`src/rtl/alu_pkg.sv`:
```
`default_nettype none
// ============================================================================
// Module      : alu_pkg
// Description : Opcode constants and FSM state encoding shared by the ALU.
// Revision    : 1.0 - initial release
// ============================================================================
package alu_pkg;

    localparam logic [3:0] OP_AND = 4'b0000;
    localparam logic [3:0] OP_OR  = 4'b0001;
    localparam logic [3:0] OP_ADD = 4'b0010;
    localparam logic [3:0] OP_SUB = 4'b0110;
    localparam logic [3:0] OP_SLT = 4'b0111;
    localparam logic [3:0] OP_NOR = 4'b1100;
    localparam logic [3:0] OP_MUL = 4'b1000;
    localparam logic [3:0] OP_SLL = 4'b1001;
    localparam logic [3:0] OP_SRL = 4'b1010;

    typedef enum logic [1:0] {
        ST_IDLE = 2'd0,
        ST_EXEC = 2'd1,
        ST_DONE = 2'd2
    } state_t;

endpackage
`default_nettype wire

```
`src/rtl/alu_comb_nbits.sv`:
```
`default_nettype none
// ============================================================================
// Module      : alu_comb_nbits
// Description : Single-cycle logic/arithmetic datapath with carry and overflow.
// Revision    : 1.0 - initial release
// ============================================================================
module alu_comb_nbits
    import alu_pkg::*;
#(
    parameter int N = 32
) (
    input  logic [N-1:0] i_a,
    input  logic [N-1:0] i_b,
    input  logic [3:0]   i_op,
    output logic [N-1:0] o_result,
    output logic         o_carry,
    output logic         o_ovf
);

    logic         w_sub;
    logic [N-1:0] w_b_eff;
    logic [N:0]   w_sum;
    logic         w_c_msb;
    logic         w_ovf;

    // SLT reuses the subtractor so the sign test can be overflow-corrected
    assign w_sub   = (i_op == OP_SUB) || (i_op == OP_SLT);
    assign w_b_eff = w_sub ? ~i_b : i_b;
    assign w_sum   = {1'b0, i_a} + {1'b0, w_b_eff} + {{N{1'b0}}, w_sub};
    assign w_c_msb = i_a[N-1] ^ w_b_eff[N-1] ^ w_sum[N-1];
    assign w_ovf   = w_c_msb ^ w_sum[N];

    always_comb begin
        o_result = '0;
        o_carry  = 1'b0;
        o_ovf    = 1'b0;
        case (i_op)
            OP_AND: o_result = i_a & i_b;
            OP_OR:  o_result = i_a | i_b;
            OP_NOR: o_result = ~(i_a | i_b);
            OP_ADD, OP_SUB: begin
                o_result = w_sum[N-1:0];
                o_carry  = w_sum[N];
                o_ovf    = w_ovf;
            end
            OP_SLT: o_result = {{(N-1){1'b0}}, w_sum[N-1] ^ w_ovf};
            default: o_result = '0;
        endcase
    end

endmodule
`default_nettype wire

```
`src/rtl/alu_sec_nbits.sv`:
```
`default_nettype none
// ============================================================================
// Module      : alu_sec_nbits
// Description : Handshaked ALU with multi-cycle shift-add MUL and bit-serial shifts.
// Revision    : 1.0 - initial release
// ============================================================================
module alu_sec_nbits
    import alu_pkg::*;
#(
    parameter int N   = 32,
    parameter int SHW = $clog2(N)
) (
    input  logic           clk_i,
    input  logic           rst_i,
    input  logic           valid_i,
    output logic           ready_o,
    input  logic [N-1:0]   a_i,
    input  logic [N-1:0]   b_i,
    input  logic [3:0]     operacion_i,
    output logic           valid_o,
    input  logic           ready_i,
    output logic [N-1:0]   resultado_o,
    output logic           c_o,
    output logic           zero_o,
    output logic           ovf_o
);

    localparam logic [SHW:0] c_MUL_STEPS = (SHW + 1)'(N);

    state_t         r_state;
    logic [3:0]     r_op;
    logic [N-1:0]   r_opa;
    logic [N-1:0]   r_opb;
    logic [N-1:0]   r_res;
    logic           r_c;
    logic           r_ovf;
    logic [SHW:0]   r_cnt;

    logic [N-1:0]   w_comb_res;
    logic           w_comb_c;
    logic           w_comb_ovf;
    logic [SHW-1:0] w_shamt;

    assign w_shamt = b_i[SHW-1:0];

    alu_comb_nbits #(
        .N (N)
    ) u_comb (
        .i_a      (a_i),
        .i_b      (b_i),
        .i_op     (operacion_i),
        .o_result (w_comb_res),
        .o_carry  (w_comb_c),
        .o_ovf    (w_comb_ovf)
    );

    always_ff @(posedge clk_i) begin
        if (rst_i) begin
            r_state <= ST_IDLE;
            r_op    <= '0;
            r_opa   <= '0;
            r_opb   <= '0;
            r_res   <= '0;
            r_c     <= 1'b0;
            r_ovf   <= 1'b0;
            r_cnt   <= '0;
        end else begin
            case (r_state)
                ST_IDLE: begin
                    if (valid_i) begin
                        r_op  <= operacion_i;
                        r_opa <= a_i;
                        r_opb <= b_i;
                        r_c   <= 1'b0;
                        r_ovf <= 1'b0;
                        case (operacion_i)
                            OP_MUL: begin
                                r_res   <= '0;
                                r_cnt   <= c_MUL_STEPS;
                                r_state <= ST_EXEC;
                            end
                            OP_SLL, OP_SRL: begin
                                r_res   <= a_i;
                                r_cnt   <= {1'b0, w_shamt};
                                r_state <= (w_shamt == '0) ? ST_DONE : ST_EXEC;
                            end
                            default: begin
                                r_res   <= w_comb_res;
                                r_c     <= w_comb_c;
                                r_ovf   <= w_comb_ovf;
                                r_state <= ST_DONE;
                            end
                        endcase
                    end
                end
                ST_EXEC: begin
                    // r_res doubles as the accumulator / shift register while busy
                    r_cnt <= r_cnt - 1'b1;
                    if (r_op == OP_MUL) begin
                        if (r_opb[0]) begin
                            r_res <= r_res + r_opa;
                        end
                        r_opa <= r_opa << 1;
                        r_opb <= r_opb >> 1;
                    end else if (r_op == OP_SLL) begin
                        r_res <= r_res << 1;
                    end else begin
                        r_res <= r_res >> 1;
                    end
                    if (r_cnt == {{SHW{1'b0}}, 1'b1}) begin
                        r_state <= ST_DONE;
                    end
                end
                ST_DONE: begin
                    if (ready_i) begin
                        r_state <= ST_IDLE;
                    end
                end
                default: r_state <= ST_IDLE;
            endcase
        end
    end

    assign ready_o     = (r_state == ST_IDLE);
    assign valid_o     = (r_state == ST_DONE);
    assign resultado_o = r_res;
    assign c_o         = r_c;
    assign ovf_o       = r_ovf;
    assign zero_o      = (r_res == '0);

endmodule
`default_nettype wire

```
`config.mk`:
```
export PLATFORM = sky130hd
export DESIGN_NAME = alu_sec_nbits
export DESIGN_NICKNAME = d
export VERILOG_FILES = /design/src/rtl/alu_pkg.sv /design/src/rtl/alu_comb_nbits.sv /design/src/rtl/alu_sec_nbits.sv
export SDC_FILE = /design/constraint.sdc
export NUM_CORES = 1
export LEC_CHECK = 0
export CORE_AREA = 2 2 188 190
export DETAILED_ROUTE_END_ITERATION = 10
export DIE_AREA = 0 0 190 192
export PLACE_DENSITY = 0.6
export SYNTH_ARGS = -nofsm -noshare
export SYNTH_HDL_FRONTEND = slang
export SYNTH_SLANG_ARGS = --single-unit
```
`constraint.sdc`:
```
create_clock -name clk_i -period 3.7 [get_ports clk_i]
set_input_delay 0.37 -clock clk_i [delete_from_list [all_inputs] [get_ports clk_i]]
set_output_delay 0.37 -clock clk_i [all_outputs]
set_load 0.05 [all_outputs]
```
**Signal metal coverage by tile**

38 x 38 tiles, from black (low) to pale yellow (high), scaled to the fullest tile. Values are wire area over tile area, all layers added.
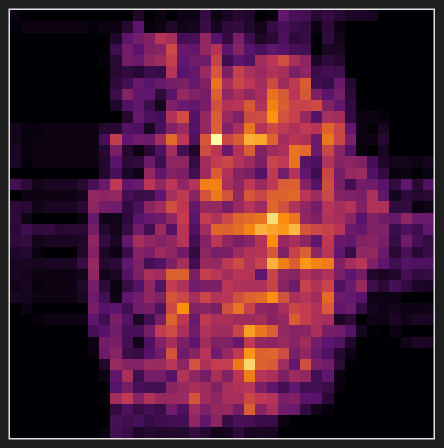
nearly empty tiles: 26%
mean over tiles: 0.17
emptiest ninth of the die: top left
tiles over half the peak: 12%
fullest tile: 0.77
densest ninth of the die: middle
Tot GR Track Use: 0.2091
DR vias: 11.43k
Routed WL: 39,020 µm
wire per inst: 19.48 µm

**Cell placement**

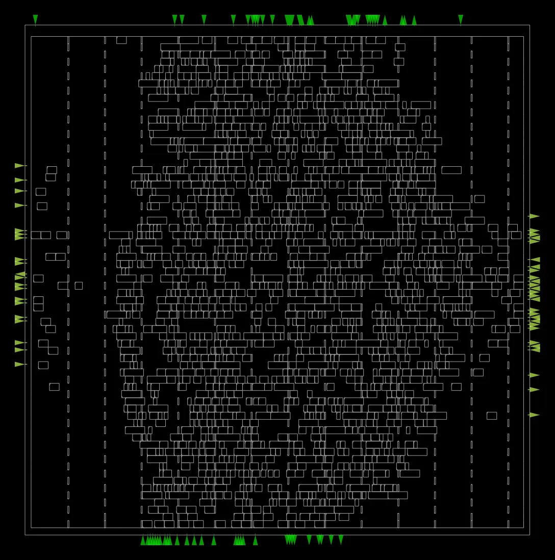
fill count: 3,534
# rows: 68
post-route insts no fill: 2,003
Tapcells: 455
Core Util, Final: 0.3717

**Metal layers overlaid**

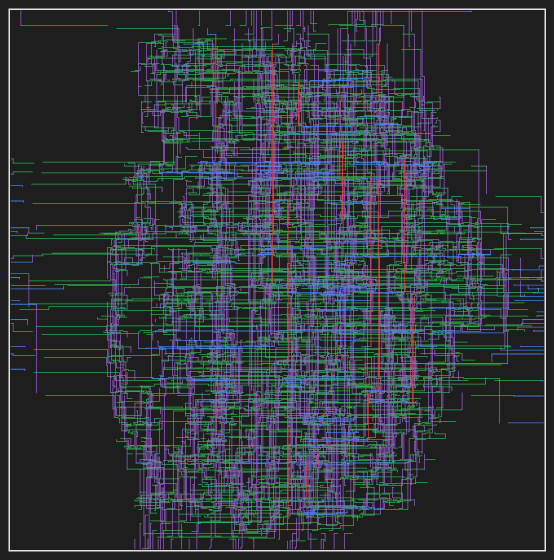
[M3] blue | wire length: 2,850 µm
[M2] purple | wire length: 16,900 µm
[M4] red | wire length: 813 µm
[M1] green | wire length: 18,400 µm

**Met1 routing**

Supply wires on this layer in grey.
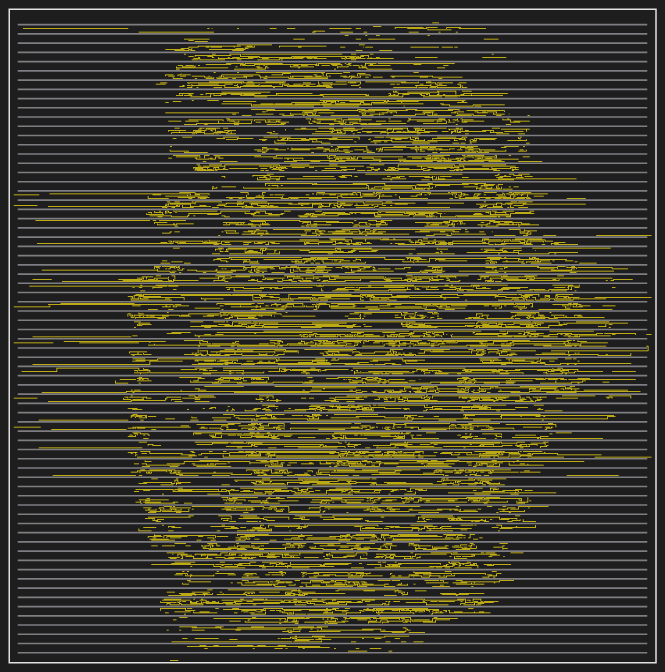
main direction: horizontal
nets with wire on the layer: 1,579
wire length on this layer: 18,400 µm

**Cells coloured by class**

The bar under the picture is 50 µm long. Fill, decap, tap and diode cells in grey.
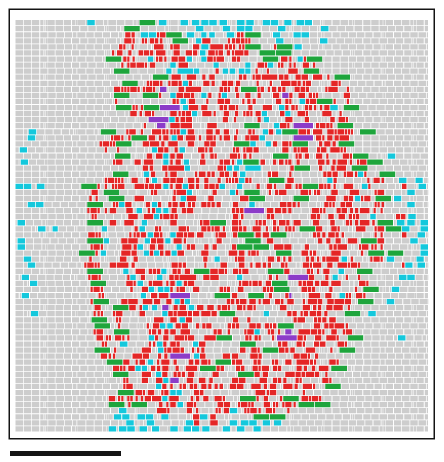
[registers] green | cells: 110
[remaining buffers and delay cells] cyan | cells: 237
[clock drivers and dummy loads] purple | cells: 16
[remaining logic cells] red | cells: 1,185

==> CHANGELOG.md <==
## Flow update

* ClkCell Share at 0.02248
* Commonest flop: dfxtp_1
* Largest net degree at the start of global routing at 63
* FF/Latch Area at 0.002202 mm²
* H-tree depth reported by CTS at 3
* Sequential area share after synthesis at 0.2166
* Crit path max-delay family: AND-OR/OR-AND gates
* Main logic family: AND-OR/OR-AND gates
* Top cell area share at 0.2166
* Status: complete, no violations
* Mux area share at 0.004430
* Clk sinks at 110
* Dpl hpwl at 30,560 µm
* Startpoint Class: input pin
* Tool warnings at 28
* Most instantiated logic cells after routing: 201 x nand2_1, 151 x nor2_1, 128 x buf_4
* Pwr dens at 345.2 mW/mm²
* Cell mode on critical path: nor3b_2
* 1st-iter DRT viols at 1,150
* Buffers on Ports at 108
* WHS Path Cells at 2
* Cell Type Count at 90
* Basic Gates by Area at 0.2294
* Top cell type by total area after synthesis: dfxtp_1
* Area of the mapped netlist at 0.01017 mm²
* I/O pin total at 109
* HP Start: r_op[3]
* Area Growth Syn to Fin at 25.36%
* Synth Area in Adders at 0.08614
==> flip-flops by register name (all words and copies together) (netlist names) <==
register     flops
r_opb           32
r_state          2
ovf_o            1
c_o              1
r_opa           32
r_op             4
resultado_o     32
r_cnt            6
==> tightest hold or removal path, stage by stage, from the launching register on <==
cell and delay (ns):
dfxtp_1 0.33, nand2_1 0.05, a21oi_1 0.05
==> repair_timing <==
item / 4_1_cts / 5_1_grt
endpoints found under the setup margin: 0 / 3
gates resized: 0 / 4
hold buffers: 0 / 0
==> power breakdown <==
| group | leakage (µW) | switching, µW | internal, µW |
|---|---|---|---|
| registers | 0.000909 | 144 | 1300 |
| clock network | 0.000142 | 541 | 479 |
| logic | 0.00383 | 1130 | 803 |
Power figures rest on the tool's default switching activity, not on a simulated workload.
